==> src/rtl/pixmem_arbiter.sv <==
// Arbiter sharing a single-port image memory between a high-priority display
// read port and a low-priority loader write port with bounded write starvation.
module pixmem_arbiter #(
  parameter int RAM_WIDTH     = 24,
  parameter int RAM_ADDR_BITS = 16,
  parameter int MAX_WAIT      = 4
) (
  input  logic                     clk,
  input  logic                     rst_n,
  input  logic                     rd_req,
  input  logic [RAM_ADDR_BITS-1:0] rd_addr,
  output logic                     rd_busy,
  output logic [RAM_WIDTH-1:0]     rd_data,
  output logic                     rd_valid,
  output logic                     rd_ovf,
  input  logic                     wr_req,
  input  logic [RAM_ADDR_BITS-1:0] wr_addr,
  input  logic [RAM_WIDTH-1:0]     wr_data,
  output logic                     wr_busy,
  output logic                     wr_ack,
  output logic                     wr_ovf,
  output logic                     mem_we,
  output logic [RAM_ADDR_BITS-1:0] mem_addr,
  output logic [RAM_WIDTH-1:0]     mem_di,
  input  logic [RAM_WIDTH-1:0]     mem_do
);

  typedef enum logic [1:0] {
    IDLE  = 2'd0,
    READ  = 2'd1,
    WRITE = 2'd2
  } state_t;

  localparam logic [3:0] MAX_W = 4'(MAX_WAIT);

  state_t                     state_r, state_next_s;
  logic                       rd_pend_r, wr_pend_r;
  logic [RAM_ADDR_BITS-1:0]   rd_slot_addr_r, wr_slot_addr_r;
  logic [RAM_WIDTH-1:0]       wr_slot_data_r;
  logic [RAM_ADDR_BITS-1:0]   op_addr_r;
  logic [RAM_WIDTH-1:0]       op_data_r;
  logic [3:0]                 wait_cnt_r, wait_cnt_next_s;
  logic                       mem_we_r;
  logic                       rd_data_valid_r, wr_ack_r, rd_ovf_r, wr_ovf_r;
  logic [RAM_WIDTH-1:0]       rd_data_r;
  logic                       grant_rd_s, grant_wr_s;
  logic                       rd_accept_s, wr_accept_s;

  // Next-op selection: reads win unless the write has waited MAX_WAIT grants.
  always_comb begin
    grant_rd_s   = 1'b0;
    grant_wr_s   = 1'b0;
    state_next_s = IDLE;
    case ({rd_pend_r, wr_pend_r})
      2'b10: begin
        grant_rd_s   = 1'b1;
        state_next_s = READ;
      end
      2'b01: begin
        grant_wr_s   = 1'b1;
        state_next_s = WRITE;
      end
      2'b11: begin
        if (wait_cnt_r == MAX_W) begin
          grant_wr_s   = 1'b1;
          state_next_s = WRITE;
        end else begin
          grant_rd_s   = 1'b1;
          state_next_s = READ;
        end
      end
      default: begin
        grant_rd_s   = 1'b0;
        grant_wr_s   = 1'b0;
        state_next_s = IDLE;
      end
    endcase
  end

  // A slot accepts a strobe when empty or when it is being drained this edge.
  always_comb begin
    rd_accept_s = rd_req & (~rd_pend_r | grant_rd_s);
    wr_accept_s = wr_req & (~wr_pend_r | grant_wr_s);
  end

  // Starvation counter for the write slot.
  always_comb begin
    wait_cnt_next_s = wait_cnt_r;
    if (!wr_pend_r || grant_wr_s) begin
      wait_cnt_next_s = 4'd0;
    end else if (grant_rd_s && (wait_cnt_r != MAX_W)) begin
      wait_cnt_next_s = wait_cnt_r + 4'd1;
    end else begin
      wait_cnt_next_s = wait_cnt_r;
    end
  end

  always_ff @(posedge clk or negedge rst_n) begin
    if (!rst_n) begin
      state_r    <= IDLE;
      mem_we_r   <= 1'b0;
      wait_cnt_r <= 4'd0;
    end else begin
      state_r    <= state_next_s;
      mem_we_r   <= (state_next_s == WRITE);
      wait_cnt_r <= wait_cnt_next_s;
    end
  end

  // Request slots with sticky overflow flags.
  always_ff @(posedge clk or negedge rst_n) begin
    if (!rst_n) begin
      rd_pend_r      <= 1'b0;
      wr_pend_r      <= 1'b0;
      rd_slot_addr_r <= '0;
      wr_slot_addr_r <= '0;
      wr_slot_data_r <= '0;
      rd_ovf_r       <= 1'b0;
      wr_ovf_r       <= 1'b0;
    end else begin
      if (rd_accept_s) begin
        rd_pend_r      <= 1'b1;
        rd_slot_addr_r <= rd_addr;
      end else if (grant_rd_s) begin
        rd_pend_r <= 1'b0;
      end
      if (wr_accept_s) begin
        wr_pend_r      <= 1'b1;
        wr_slot_addr_r <= wr_addr;
        wr_slot_data_r <= wr_data;
      end else if (grant_wr_s) begin
        wr_pend_r <= 1'b0;
      end
      if (rd_req && !rd_accept_s) begin
        rd_ovf_r <= 1'b1;
      end
      if (wr_req && !wr_accept_s) begin
        wr_ovf_r <= 1'b1;
      end
    end
  end

  // Operation register feeding the memory port.
  always_ff @(posedge clk or negedge rst_n) begin
    if (!rst_n) begin
      op_addr_r <= '0;
      op_data_r <= '0;
    end else if (grant_rd_s) begin
      op_addr_r <= rd_slot_addr_r;
    end else if (grant_wr_s) begin
      op_addr_r <= wr_slot_addr_r;
      op_data_r <= wr_slot_data_r;
    end else begin
      op_addr_r <= op_addr_r;
      op_data_r <= op_data_r;
    end
  end

  // Completion: capture read data / acknowledge write at the end of the op cycle.
  always_ff @(posedge clk or negedge rst_n) begin
    if (!rst_n) begin
      rd_data_r       <= '0;
      rd_data_valid_r <= 1'b0;
      wr_ack_r        <= 1'b0;
    end else begin
      rd_data_valid_r <= (state_r == READ);
      wr_ack_r        <= (state_r == WRITE);
      if (state_r == READ) begin
        rd_data_r <= mem_do;
      end
    end
  end

  assign rd_busy  = rd_pend_r;
  assign wr_busy  = wr_pend_r;
  assign rd_data  = rd_data_r;
  assign rd_valid = rd_data_valid_r;
  assign rd_ovf   = rd_ovf_r;
  assign wr_ack   = wr_ack_r;
  assign wr_ovf   = wr_ovf_r;
  assign mem_we   = mem_we_r;
  assign mem_addr = op_addr_r;
  assign mem_di   = op_data_r;

endmodule
==> config.mk <==
export PLATFORM = sky130hd
export DESIGN_NAME = pixmem_arbiter
export DESIGN_NICKNAME = d
export VERILOG_FILES = /design/src/rtl/pixmem_arbiter.sv
export SDC_FILE = /design/constraint.sdc
export NUM_CORES = 1
export LEC_CHECK = 0
export ABC_AREA = 1
export ABC_CLOCK_PERIOD_IN_PS = 1700
export CELL_PAD_IN_SITES_DETAIL_PLACEMENT = 1
export CELL_PAD_IN_SITES_GLOBAL_PLACEMENT = 1
export CORE_ASPECT_RATIO = 0.9
export CORE_MARGIN = 2
export CORE_UTILIZATION = 36
export CTS_BUF_LIST = sky130_fd_sc_hd__clkbuf_4 sky130_fd_sc_hd__clkbuf_8
export DETAILED_ROUTE_END_ITERATION = 8
export HOLD_SLACK_MARGIN = 0.05
export MAX_ROUTING_LAYER = met4
export PLACE_DENSITY_LB_ADDON = 0.1
export SETUP_SLACK_MARGIN = 0.15
export SKIP_LAST_GASP = 1
export SLEW_MARGIN = 0
export SYNTH_ARGS = -nofsm -noshare
export SYNTH_HDL_FRONTEND = slang
export SYNTH_SLANG_ARGS = --single-unit
==> constraint.sdc <==
create_clock -name clk -period 1.7 [get_ports clk]
set_input_delay 0.34 -clock clk [delete_from_list [all_inputs] [get_ports clk]]
set_output_delay 0.34 -clock clk [all_outputs]
set_load 0.005 [all_outputs]
==> flow_metrics.tcl <==
# yosys + openroad results
set metrics [dict create \
    status "finished clean" \
    power.leakage_uw 0.00408 \
    sw_frac_of_total_pct 25.7 \
    top_area_cell "dfrtp_1" \
    post-dp-hpwl_um 11100 \
    compound_area_share_pct 0.402 \
    nClkBuffers 23 \
    slowest_stage "dfrtp_1" \
    nWellTaps 193 \
    clock_sinks 133 \
    simple_gate_area_share_pct 31.7 \
    inverters_excl_clock 9 \
    rr_worst_depth 9 \
    clockRootBuffer "clkbuf_8" \
    reg2reg_setup_slack_ps 250 \
    clock_path_buffers 2 \
    cts_made_buffers 17 \
    holdWs_ps 214 \
    yosysSeqAreaShare_pct 63.0 \
    grt_overflow_total 0 \
    antenna_found_initial 0 \
    worstSetupPathType "reg2out" \
    cpPeakStageDelay_ps 410 \
    viasPerCell 4.80 \
    crit_chain "dlygate4sd2_1" \
    clkPwrFrac_pct 37.0 \
    cap_violations 0 \
    grtUsageTotal_pct 21.6 \
    via_count 4663 \
    cts.clk_slew.worst_paths_ps 70 \
    synth_top_flop_cell "dfrtp_1" \
]
==> per-layer routing <==
metal | vias up | global-route usage (%) | routed length [um] | share of wire (%)
met5 | - | - | 0 | 0
li1 | 2217 | - | - | -
met1 | 2317 | 25.1 | 7290 | 45
met2 | 111 | 36.9 | 8210 | 50
met4 | 0 | 7.74 | 229 | 1.4
met3 | 18 | 4.90 | 572 | 3.5
==> power groups by stage <==
stage / clock [uW] / combinational, uW / sequential [uW]
finish: 3150 / 1510 / 3850
global route: 3360 / 1680 / 3900
CTS: 3230 / 1480 / 3850
detailed placement: 0 / 1550 / 3920
global placement: 0 / 1490 / 3900
floorplan: 0 / 550 / 3880
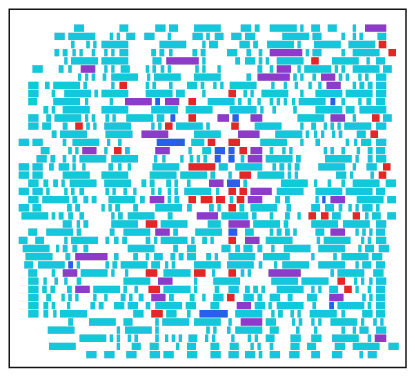
(images/sizes.png)
(3 px per um)
legend:
  _3 and _4 cells:
    color: red
    cells: 40
    share: 5.1%
    most_used: buf_4
  _0 and _1 cells:
    color: cyan
    cells: 684
    share: 88%
    most_used: nand2_1
  _6 and larger:
    color: purple
    cells: 39
    share: 5.0%
    most_used: clkbuf_8
  _2 cells:
    color: blue
    cells: 15
    share: 1.9%

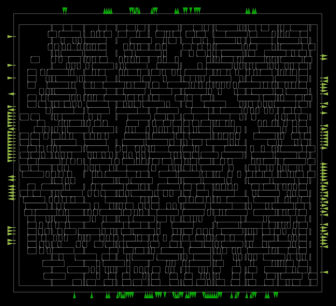
(images/placement.png)
area of the core: 14,200 um^2
final design utilization: 54.7%
fillers: 1,649

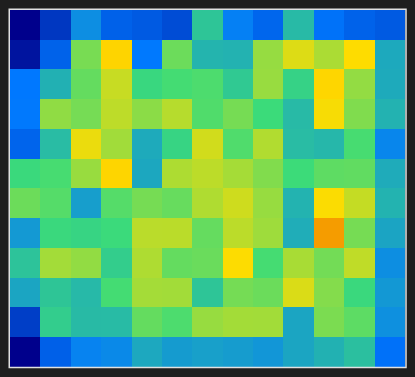
(images/cell_density.png)
(3 px per um) The die is cut into 13 by 12 equal tiles; dark blue is low, red is high, 0 to 100% covered.
mean over tiles: 48%
densest ninth of the die: center
tiles over 75% full: 2.6%
fp util: 37.2%

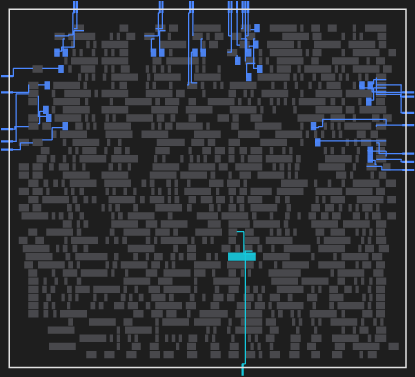
(images/io_fan.png)
(3 px per um)
legend:
  wr_data:
    color: blue
    bits: 24
    direction: input
    end_cells: 24
    buffers: 24
    wire: 502 um
  rd_ovf:
    color: cyan
    bits: 1
    direction: output
    end_cells: 1
    buffers: 1
    wire: 54.9 um

Power and IR drop assume default switching activity.
